**Run 1: sizing map**

Bar = 20 um.
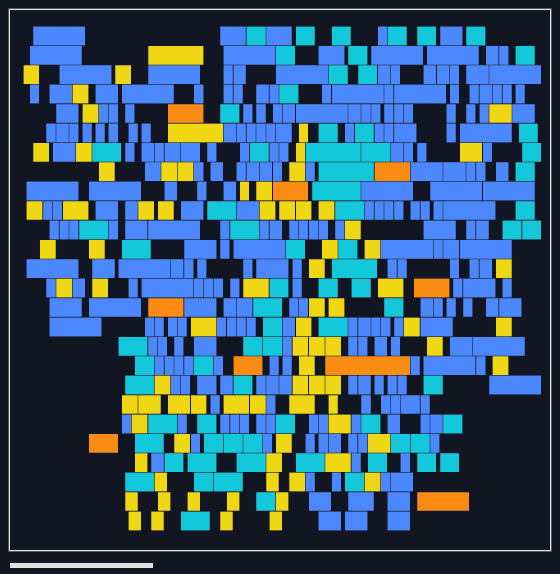
**Run 1: ports around the boundary**

Pins as bars across the die edge, other pins in gray.
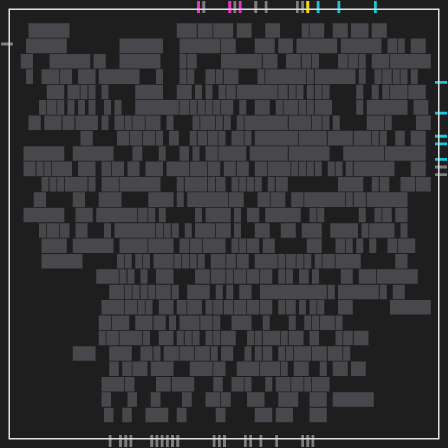
**Run 1: routed clock nets over the placement**

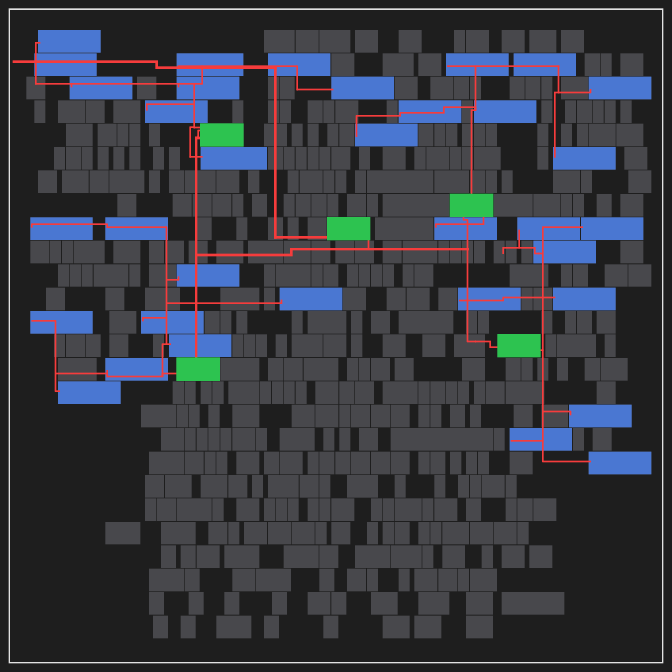
$ cat src/rtl/adpll_pkg.sv
// Shared ADPLL definitions: lock-sequencer state encoding and the adpll_mode codes
// understood by adpll_ctr.
package adpll_pkg;

  typedef enum logic [2:0] {
    ST_IDLE   = 3'd0,
    ST_PWRUP  = 3'd1,
    ST_PVT    = 3'd2,
    ST_ACQ    = 3'd3,
    ST_TRK    = 3'd4,
    ST_LOCKED = 3'd5
  } seq_state_t;

  localparam logic [1:0] MODE_OFF = 2'd0;
  localparam logic [1:0] MODE_PVT = 2'd1;
  localparam logic [1:0] MODE_ACQ = 2'd2;
  localparam logic [1:0] MODE_TRK = 2'd3;

  function automatic logic [1:0] mode_of(input seq_state_t s);
    logic [1:0] m;
    m = MODE_OFF;
    case (s)
      ST_PVT:            m = MODE_PVT;
      ST_ACQ:            m = MODE_ACQ;
      ST_TRK, ST_LOCKED: m = MODE_TRK;
      default:           m = MODE_OFF;
    endcase
    return m;
  endfunction

  // The injection path comes up with acquisition and stays up while tracking.
  function automatic logic inj_pd_of(input seq_state_t s);
    return !((s == ST_ACQ) || (s == ST_TRK) || (s == ST_LOCKED));
  endfunction

endpackage

$ cat src/rtl/adpll_lock_det.sv
// Lock qualifier: saturating |phase_err|, threshold compare and consecutive good/bad
// sample counters producing single-cycle lock_hit / unlock_hit indications.
module adpll_lock_det
  import adpll_pkg::*;
#(
  parameter int PHE_W      = 20,
  parameter int LOCK_THR   = 64,
  parameter int LOCK_CNT   = 16,
  parameter int UNLOCK_CNT = 4
) (
  input  logic                    clk,
  input  logic                    rst,
  input  logic                    clear,
  input  logic signed [PHE_W-1:0] phase_err,
  output logic                    lock_hit,
  output logic                    unlock_hit
);

  localparam int GW = $clog2(LOCK_CNT + 1);
  localparam int BW = $clog2(UNLOCK_CNT + 1);
  localparam logic [GW-1:0] GOOD_MAX  = GW'(LOCK_CNT);
  localparam logic [GW-1:0] GOOD_LAST = GW'(LOCK_CNT - 1);
  localparam logic [BW-1:0] BAD_MAX   = BW'(UNLOCK_CNT);
  localparam logic [BW-1:0] BAD_LAST  = BW'(UNLOCK_CNT - 1);
  localparam logic [PHE_W-1:0] THR      = PHE_W'(LOCK_THR);
  localparam logic [PHE_W-1:0] MOST_NEG = {1'b1, {(PHE_W-1){1'b0}}};
  localparam logic [PHE_W-1:0] MAG_MAX  = {1'b0, {(PHE_W-1){1'b1}}};

  logic [PHE_W-1:0] mag;
  logic             good;
  logic [GW-1:0]    good_cnt;
  logic [BW-1:0]    bad_cnt;

  // Negating the most negative code would wrap back to itself, so pin it to full scale.
  always_comb begin
    mag = $unsigned(phase_err);
    if ($unsigned(phase_err) == MOST_NEG) begin
      mag = MAG_MAX;
    end else if (phase_err[PHE_W-1]) begin
      mag = $unsigned(-phase_err);
    end
  end

  assign good = (mag < THR);

  always_ff @(posedge clk) begin
    if (rst || clear) begin
      good_cnt <= '0;
      bad_cnt  <= '0;
    end else if (good) begin
      bad_cnt <= '0;
      if (good_cnt != GOOD_MAX) good_cnt <= good_cnt + GW'(1);
    end else begin
      good_cnt <= '0;
      if (bad_cnt != BAD_MAX) bad_cnt <= bad_cnt + BW'(1);
    end
  end

  assign lock_hit   = !clear && good  && (good_cnt == GOOD_LAST);
  assign unlock_hit = !clear && !good && (bad_cnt == BAD_LAST);

endmodule

$ cat src/rtl/adpll_lock_seq.sv
// ADPLL power-up and lock sequencer: wakes DCO/TDC, walks adpll_ctr through
// PVT -> ACQ -> TRK with fixed dwells, qualifies lock and restarts on FCW retune.
module adpll_lock_seq
  import adpll_pkg::*;
#(
  parameter int PD_SETTLE_CYC = 32,
  parameter int PVT_CYC       = 256,
  parameter int ACQ_CYC       = 256,
  parameter int PHE_W         = 20,
  parameter int LOCK_THR      = 64,
  parameter int LOCK_CNT      = 16,
  parameter int UNLOCK_CNT    = 4
) (
  input  logic                    clk,
  input  logic                    rst,
  input  logic                    en,
  input  logic                    fcw_load,
  input  logic signed [PHE_W-1:0] phase_err,
  output logic                    dco_pd,
  output logic                    tdc_pd,
  output logic                    tdc_pd_inj,
  output logic [1:0]              adpll_mode,
  output logic                    lock,
  output logic [7:0]              relock_cnt,
  output logic [2:0]              state
);

  localparam int DW = $clog2(PD_SETTLE_CYC + PVT_CYC + ACQ_CYC);
  localparam logic [DW-1:0] PD_LAST  = DW'(PD_SETTLE_CYC - 1);
  localparam logic [DW-1:0] PVT_LAST = DW'(PVT_CYC - 1);
  localparam logic [DW-1:0] ACQ_LAST = DW'(ACQ_CYC - 1);

  seq_state_t    cur_st;
  seq_state_t    nxt_st;
  logic [DW-1:0] dwell;
  logic          in_loop;
  logic          restart;
  logic          det_clear;
  logic          lock_hit;
  logic          unlock_hit;

  assign in_loop = (cur_st == ST_PVT) || (cur_st == ST_ACQ) ||
                   (cur_st == ST_TRK) || (cur_st == ST_LOCKED);

  // Priority order: en low, then FCW retune, then lock qualification, then dwell expiry.
  always_comb begin
    nxt_st  = cur_st;
    restart = 1'b0;
    if (!en) begin
      nxt_st = ST_IDLE;
    end else if (fcw_load && in_loop) begin
      nxt_st  = ST_PVT;
      restart = 1'b1;
    end else begin
      case (cur_st)
        ST_IDLE:   nxt_st = ST_PWRUP;
        ST_PWRUP:  if (dwell == PD_LAST)  nxt_st = ST_PVT;
        ST_PVT:    if (dwell == PVT_LAST) nxt_st = ST_ACQ;
        ST_ACQ:    if (dwell == ACQ_LAST) nxt_st = ST_TRK;
        ST_TRK:    if (lock_hit)          nxt_st = ST_LOCKED;
        ST_LOCKED: if (unlock_hit)        nxt_st = ST_TRK;
        default:   nxt_st = ST_IDLE;
      endcase
    end
  end

  // Sample counters only run while the loop is tracking and drop instantly on any exit.
  assign det_clear = !((cur_st == ST_TRK) || (cur_st == ST_LOCKED)) || !en || fcw_load;

  adpll_lock_det #(
    .PHE_W      (PHE_W),
    .LOCK_THR   (LOCK_THR),
    .LOCK_CNT   (LOCK_CNT),
    .UNLOCK_CNT (UNLOCK_CNT)
  ) u_lock_det (
    .clk        (clk),
    .rst        (rst),
    .clear      (det_clear),
    .phase_err  (phase_err),
    .lock_hit   (lock_hit),
    .unlock_hit (unlock_hit)
  );

  always_ff @(posedge clk) begin
    if (rst) begin
      cur_st     <= ST_IDLE;
      dwell      <= '0;
      dco_pd     <= 1'b1;
      tdc_pd     <= 1'b1;
      tdc_pd_inj <= 1'b1;
      adpll_mode <= MODE_OFF;
      lock       <= 1'b0;
      relock_cnt <= 8'd0;
    end else begin
      cur_st     <= nxt_st;
      dwell      <= ((nxt_st != cur_st) || restart) ? '0 : dwell + DW'(1);
      dco_pd     <= (nxt_st == ST_IDLE);
      tdc_pd     <= (nxt_st == ST_IDLE);
      tdc_pd_inj <= inj_pd_of(nxt_st);
      adpll_mode <= mode_of(nxt_st);
      lock       <= (nxt_st == ST_LOCKED);
      if ((cur_st == ST_LOCKED) && (nxt_st == ST_TRK) && (relock_cnt != 8'hFF)) begin
        relock_cnt <= relock_cnt + 8'd1;
      end
    end
  end

  assign state = cur_st;

endmodule
$ cat config.mk
export PLATFORM = sky130hd
export DESIGN_NAME = adpll_lock_seq
export DESIGN_NICKNAME = d
export VERILOG_FILES = /design/src/rtl/adpll_pkg.sv /design/src/rtl/adpll_lock_det.sv /design/src/rtl/adpll_lock_seq.sv
export SDC_FILE = /design/constraint.sdc
export NUM_CORES = 1
export LEC_CHECK = 0
export ABC_AREA = 1
export CORE_UTILIZATION = 45
export DETAILED_ROUTE_END_ITERATION = 8
export GPL_ROUTABILITY_DRIVEN = 0
export HOLD_SLACK_MARGIN = 0.08
export PLACE_DENSITY = 0.72
export SLEW_MARGIN = 25
export SYNTH_ARGS = -nofsm -noshare
export SYNTH_HDL_FRONTEND = slang
export SYNTH_HIERARCHICAL = 1
export SYNTH_SLANG_ARGS = --single-unit
export TNS_END_PERCENT = 5
$ cat constraint.sdc
create_clock -name clk -period 2.6 [get_ports clk]
set_input_delay 0.52 -clock clk [delete_from_list [all_inputs] [get_ports clk]]
set_output_delay 0.52 -clock clk [all_outputs]
set_load 0.1 [all_outputs]
==> Changelog: implementation, run 1 <==
## Flow update

- First-pass DRT Iterations: 4
- Setup WS post-layout: 0.0365 ns
- PortBufs: 40
- Final period utilization: 0.986
- GR Util met2: 0.393
- Total global-route track usage: 0.214
- Comb/total area: 0.506
- YS chip area: 2440 um^2
- Setup slack, reg-to-reg: 0.41 ns
- Crit path launch: phase_err[1]
- Clock buffer depth: 2
- Logic pwr share: 0.209
- Crit-path slowest cell: nor2_4
- Register area: 683 um^2
- Syn Inst Count: 369
- Switching power: 0.309 mW
- Unique cell types: 30
- Worst slew pin tran: 0.387 ns
- Met1 Track Usage GR: 0.254
- Data required, critical path: 2.82 ns
- Die y size: 75.7 um
- Complex Gates by Area: 0.0558
- Initial drt markers: 130
- DRT met1 WL: 2550 um
- Comb_multi_in: 281
- Largest register FFs: 10
- Mean area per synthesized cell: 6.63 um^2
- Leakage: 1.50 nW
- ANT cells: 0
- Area share, top type: 0.278
- Hold Crit Class: flip-flop to flip-flop
- Inverters: 51
- Post-layout nets: 482
- TritonCTS buffer count: 5
- Chip area: 5730 um^2
- Status: finished, final reports clean
- Pint: 0.811 mW
- Via count: 2,457
- Max Fclk: 0.390 GHz
- Instance count on the critical path: 25
- Mux frac, synth: 0
- Layout cells sized above 1: 0.367
- Crit path to: dwell[4]
- Worst Path Max Fanout: 5
- CP delay by family, top: simple AND/OR/NAND/NOR gates
- Simple share: 0.477
- Worst r2r src: state[1]
- Log Warnings: 29
- Reg-to-reg endpoint: dwell[4]
- Post-layout util: 0.646
- # Cells Yosys: 369
- Drc violations: 0
- Chip width: 75.7 um
- Max_slew headroom: 0.741
- Switch share: 0.276
- Number of placed instances, taps included: 503
- Crit-path max cell delay: 0.21 ns
- Minimum clock period: 2.56 ns
- Flop pwr share: 0.473
- Met3 Use GR: 0.0450
- Uppermost layer routed: met4
- Count leader, synth: nand2_1
- CP Launch Type: input port
- CTS clk-pin slew, worst paths: 0.06 ns
- Non-filler cells, final: 520
- Drt total wl: 5710 um
Notes on 'sizing map' above:
drive 6 and up: shown in orange, cells 9, share 2.0%. drive 1 or less: shown in blue, cells 285, share 63%. drive 3 to 4: shown in cyan, cells 74, share 16%. drive 2: shown in yellow, cells 82, share 18%.

Notes on 'ports around the boundary' above:
tdc_pd: shown in yellow, pins 1, direction output, edge north. state: shown in magenta, pins 3, direction output, edge north. relock_cnt: shown in cyan, pins 8, direction output, edge 5 east, 3 north.
All pins by edge: 20 south, 13 north, 7 east, 1 west.

Notes on 'routed clock nets over the placement' above:
cells driving clock nets: shown in green, count 5. flip-flops: shown in blue, count 34. clock wires: shown in red, length 443 um.
There are 6 routed clock nets.

-- run 1: cell usage in the layout, fill, tap and decap left out, types with 2 or more instances in the layout --
master           Yosys  layout
nor2_2              21      27
clkbuf_2             0       9
inv_1               48      47
nor3_1               3       3
nand2_4              1       2
nand4_4              0       2
buf_4                1      51
buf_2                2       3
o21ai_2              2       4
clkdlybuf4s50_1      0       4
xor2_1              16      16
ha_1                 8       8
dlygate4sd2_1        0       6
nand4_1              3       3
inv_2                3       4
a21oi_2              0       2
buf_6                0       2
nand2_1             90      82
nand2_2             16      24
nor2_1              51      40
clkbuf_8             0       5
nand3b_1             2       2
dfxtp_1             34      32
clkbuf_1             1       2
nor2_4              12      17
a21oi_1             12      10
o21ai_0              7       5
dfxtp_2              0       2
nand3_2              4       7
nand3_1             23      20
-- run 1: power by group through the flow --
stage          combinational (mW)  sequential [mW]  clock [mW]
2_1_floorplan              0.0996            0.553           0
3_3_place_gp                0.207            0.541           0
3_5_place_dp                0.210            0.541           0
4_1_cts                     0.224            0.529       0.367
5_1_grt                     0.252            0.530       0.390
6_report                    0.234            0.529       0.356
-- run 1: how the worst min path moves through the flow --
stage / startpoint / to / slack (ns) / depth (start not counted)
after CTS: dwell[0] / dwell[0] / 0.46 / 1
after floorplan: dwell[0] / dwell[0] / 0.43 / 1
after global placement: dwell[0] / dwell[0] / 0.44 / 1
after global routing: dwell[0] / dwell[0] / 0.49 / 1
final: dwell[0] / dwell[0] / 0.45 / 1
after detailed placement: dwell[0] / dwell[0] / 0.45 / 1
-- run 1: timing repair --
item                                   in CTS  in global routing
setup endpoints to repair                  22                 23
resized                                    48                 41
setup buffers                               6                  2
gates cloned                                2                  0
endpoints found under the hold margin       0                  0
pin swaps                                  31                 35
## Run 2: what changed since run 1
Settings changed: SETUP_SLACK_MARGIN set to 0.5.
==> Changelog: implementation, run 2 <==
## Flow update

- Status: finished, final reports clean
- Total global-route track usage: 0.214 (-0.000377)
- CP delay by family, top: simple AND/OR/NAND/NOR gates
- Unique cell types: 30 (unchanged)
- Area share, top type: 0.278 (unchanged)
- CTS clk-pin slew, worst paths: 0.07 ns (about the same)
- Clk power: 0.409 mW (+15%)
- Top Consumer: sequential cells
- Switch share: 0.282 (+0.00649)
- First-pass DRT Iterations: 5 (+1)
- Worst r2r src: state[1]
- Number of placed instances, taps included: 510 (+1.4%)
- Max_slew headroom: 0.714 (-0.0272)
- Post-layout nets: 498 (+3.3%)
- Minimum clock period: 2.53 ns (-0.0307 ns)
- Sequential power: 0.529 mW (about the same)
- Mean area per synthesized cell: 6.63 um^2 (unchanged)
- Die y size: 75.7 um (unchanged)
- Leakage: 1.59 nW (+6.6%)
- Crit path launch: phase_err[14]
- Crit-path slowest cell: clkdlybuf4s15_2
- Initial drt markers: 71 (-45%)
- Log Warnings: 31 (+6.9%)
- Instance count on the critical path: 23 (-8.0%)
- Reg-to-reg endpoint: dwell[6]
- # Cells Yosys: 369 (unchanged)
- Top cell excl fill/tap: nand2_1
- Worst Path Max Fanout: 5 (unchanged)
- PortBufs: 40 (unchanged)
- TritonCTS buffer count: 5 (unchanged)
- Hold Crit Class: flip-flop to flip-flop
- Largest register FFs: 10 (unchanged)
- Drc violations: 0 (unchanged)
- Syn Inst Count: 369 (unchanged)
- ANT cells: 0 (unchanged)
- Setup WS post-layout: 0.0671 ns (+0.0307 ns)
- Final period utilization: 0.974 (-0.0118)
- Setup slack, reg-to-reg: 0.36 ns (-0.05 ns)
- Max Fclk: 0.395 GHz (+1.2%)
- Crit-path max cell delay: 0.21 ns (about the same)
- Commonest cells after routing, fill and taps aside: nand2_1 (84), buf_4 (67), inv_1 (48)
-- run 2: cell counts after synthesis --
Identical to the previous run, type by type.
-- run 2: layout make-up --
class                   instances  area [um^2]
multi-input cells             281         1720
fillers                       449         1660
repair buffers                 93          738
flip-flops and latches         34          683
inverters                      51          191
well taps                      70         87.6
clock buffers                   7         86.3
clock inverters                 1         5.00
-- run 2: layer usage --
metal,GRT usage,part of all wire,up-vias,wire length (um)
li1,-,-,1335,-
met1,0.262,0.47,1095,2690
met2,0.367,0.49,25,2770
met3,0.0516,0.030,7,171
met4,0.0720,0.012,0,68
met5,0,0,-,0
-- run 2: worst min path at each step --
| stage | cells after the start | startpoint | endpoint | slack, ns |
|---|---|---|---|---|
| after floorplan | 1 | dwell[0] | dwell[0] | 0.43 |
| after global placement | 1 | dwell[0] | dwell[0] | 0.44 |
| after detailed placement | 1 | dwell[0] | dwell[0] | 0.45 |
| after CTS | 1 | dwell[0] | dwell[0] | 0.46 |
| after global routing | 1 | dwell[0] | dwell[0] | 0.48 |
| final | 1 | dwell[0] | dwell[0] | 0.46 |
-- run 2: repair_timing --
action | CTS | global route
setup endpoints to repair | 26 | 23
pin swaps | 44 | 36
gates resized | 81 | 28
cloned | 2 | 0
setup buffers | 10 | 7
hold buffers | 0 | 0
-- run 2: logic make-up after synthesis --
family,Yosys count,share of synthesized area
flops,34,0.278
xor+xnor,17,0.0609
compound gates,24,0.0558
fa+ha+maj,8,0.0409
simple gates,231,0.477
buf+inv,55,0.0870
-- run 2: through the flow --
step                      setup TNS, ns   util
after floorplan                       0      -
after global placement           -10.50  0.617
after detailed placement         -11.45  0.617
after CTS                             0  0.651
after global routing              -1.27  0.678
final                                 0  0.678
**Run 2: sizing map**

Bar = 20 um.
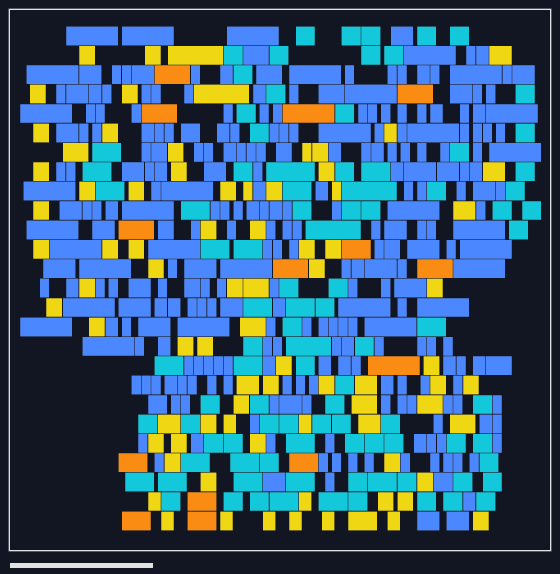
drive 1 or less: shown in blue, cells 279, share 60%. drive 2: shown in yellow, cells 80, share 17%. drive 6 and up: shown in orange, cells 14, share 3.0%. drive 3 to 4: shown in cyan, cells 94, share 20%.

## Run 3: what changed since run 2
Settings changed: CELL_PAD_IN_SITES_DETAIL_PLACEMENT set to 1, CELL_PAD_IN_SITES_GLOBAL_PLACEMENT set to 2, CORE_UTILIZATION 45 to 26, PLACE_DENSITY 0.72 to 0.73.
==> Changelog: implementation, run 3 <==
## Flow update

- First-pass DRT Iterations: 2 (-3)
- Top cell excl fill/tap: nand2_1
- Post-CTS Resized: 83 (+2.5%)
- Largest register FFs: 10 (unchanged)
- Worst r2r src: state[1]
- Post-layout nets: 489 (-1.8%)
- # Cells Yosys: 369 (unchanged)
- Setup tns final: 0 ns (unchanged)
- CTS clk-pin slew, worst paths: 0.06 ns (about the same)
- Mean area per synthesized cell: 6.63 um^2 (unchanged)
- Syn Inst Count: 369 (unchanged)
- Setup WS post-layout: 0.0876 ns (+0.0205 ns)
- Number of placed instances, taps included: 545 (+6.9%)
- Reg-to-reg endpoint: dwell[0]
- Worst Path Max Fanout: 5 (unchanged)
- Commonest cells after routing, fill and taps aside: nand2_1 (82), buf_4 (61), inv_1 (48)
- Hold Path End: dwell[0]
- Initial drt markers: 32 (-55%)
- Register area: 683 um^2 (unchanged)
- Worst Min Path Start: dwell[0]
- ANT cells: 0 (unchanged)
- Total global-route track usage: 0.146 (-0.0675)
- Max_slew headroom: 0.716 (+0.00174)
- Crit-path max cell delay: 0.29 ns (+0.08 ns)
- Area share, top type: 0.278 (unchanged)
- Log Warnings: 31 (unchanged)
- Leakage: 1.54 nW (-3.8%)
- Count of hold-fix buffers inserted at cts: 0 (unchanged)
- Status: finished, final reports clean
- Drc violations: 0 (unchanged)
- Max Fclk: 0.398 GHz (+0.81%)
- Crit-path slowest cell: xor2_1
- Post-layout util: 0.383 (-0.296)
- Setup slack, reg-to-reg: 0.42 ns (+0.06 ns)
- Post-CTS Setup Inserts: 14 (+4)
- Fill count: 1,160 (+160%)
- Hold Crit Class: flip-flop to flip-flop
- Hold path cells: 1 (unchanged)
- Die y size: 99.0 um (+31%)
-- run 3: power by group --
part           internal [mW]  switching, mW
registers              0.525        0.00382
clock network          0.307          0.192
logic                  0.105          0.140
-- run 3: worst max-delay path: cells and delay by family --
family	cells	cell delay, ns
AND/OR/NAND/NOR	16	1.56
XOR/XNOR	1	0.29
buffers and inverters	2	0.24
AND-OR/OR-AND	1	0.09
-- run 3: worst max-delay path by stage --
stage	start	endpoint	slack (ns)	cells past startpoint
after CTS	phase_err[2]	dwell[8]	0.06	24
after floorplan	phase_err[1]	dwell[2]	0.19	22
after global placement	phase_err[10]	relock_cnt[1]	-0.70	19
after global routing	phase_err[1]	dwell[0]	-0.12	23
after detailed placement	phase_err[10]	dwell[4]	-0.74	21
final	phase_err[5]	dwell[0]	0.09	20
-- run 3: cells by family (layout without fill, tap and decap cells) --
group | count (synthesis) | count (layout) | synth area share
DFF | 34 | 34 | 0.278
buffers and inverters | 55 | 142 | 0.0870
adders and majority gates | 8 | 8 | 0.0409
and+or+nand+nor | 231 | 232 | 0.477
xor gates and xnor gates | 17 | 17 | 0.0609
AOI/OAI and AO/OA | 24 | 24 | 0.0558
-- run 3: final cells by class --
class | count | share of cell area
multi-input combinational | 281 | 0.495
clock inverter | 1 | 0.00857
timing repair buffer | 84 | 0.184
tap | 111 | 0.0397
inverter | 51 | 0.0547
clock buffer | 6 | 0.0236
sequential | 34 | 0.195
-- run 3: metal layers --
| metal | track usage | wire length [um] | vias to the layer above |
|---|---|---|---|
| met5 | 0 | 0 | - |
| met4 | 0.0344 | 61 | 0 |
| met3 | 0.0262 | 124 | 7 |
| met2 | 0.269 | 3580 | 15 |
| met1 | 0.175 | 3010 | 1175 |
| li1 | - | - | 1313 |
**Run 3: clock nets**

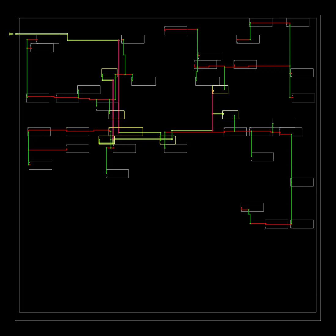
clk_buf instances: 6
Clk power: 0.499 mW
clk_skew: 0.0111 ns
worst-skew pair later-pin latency: 0.29 ns
TritonCTS buffer count: 5

Power figures rest on the tool's default switching activity, not on a simulated workload.
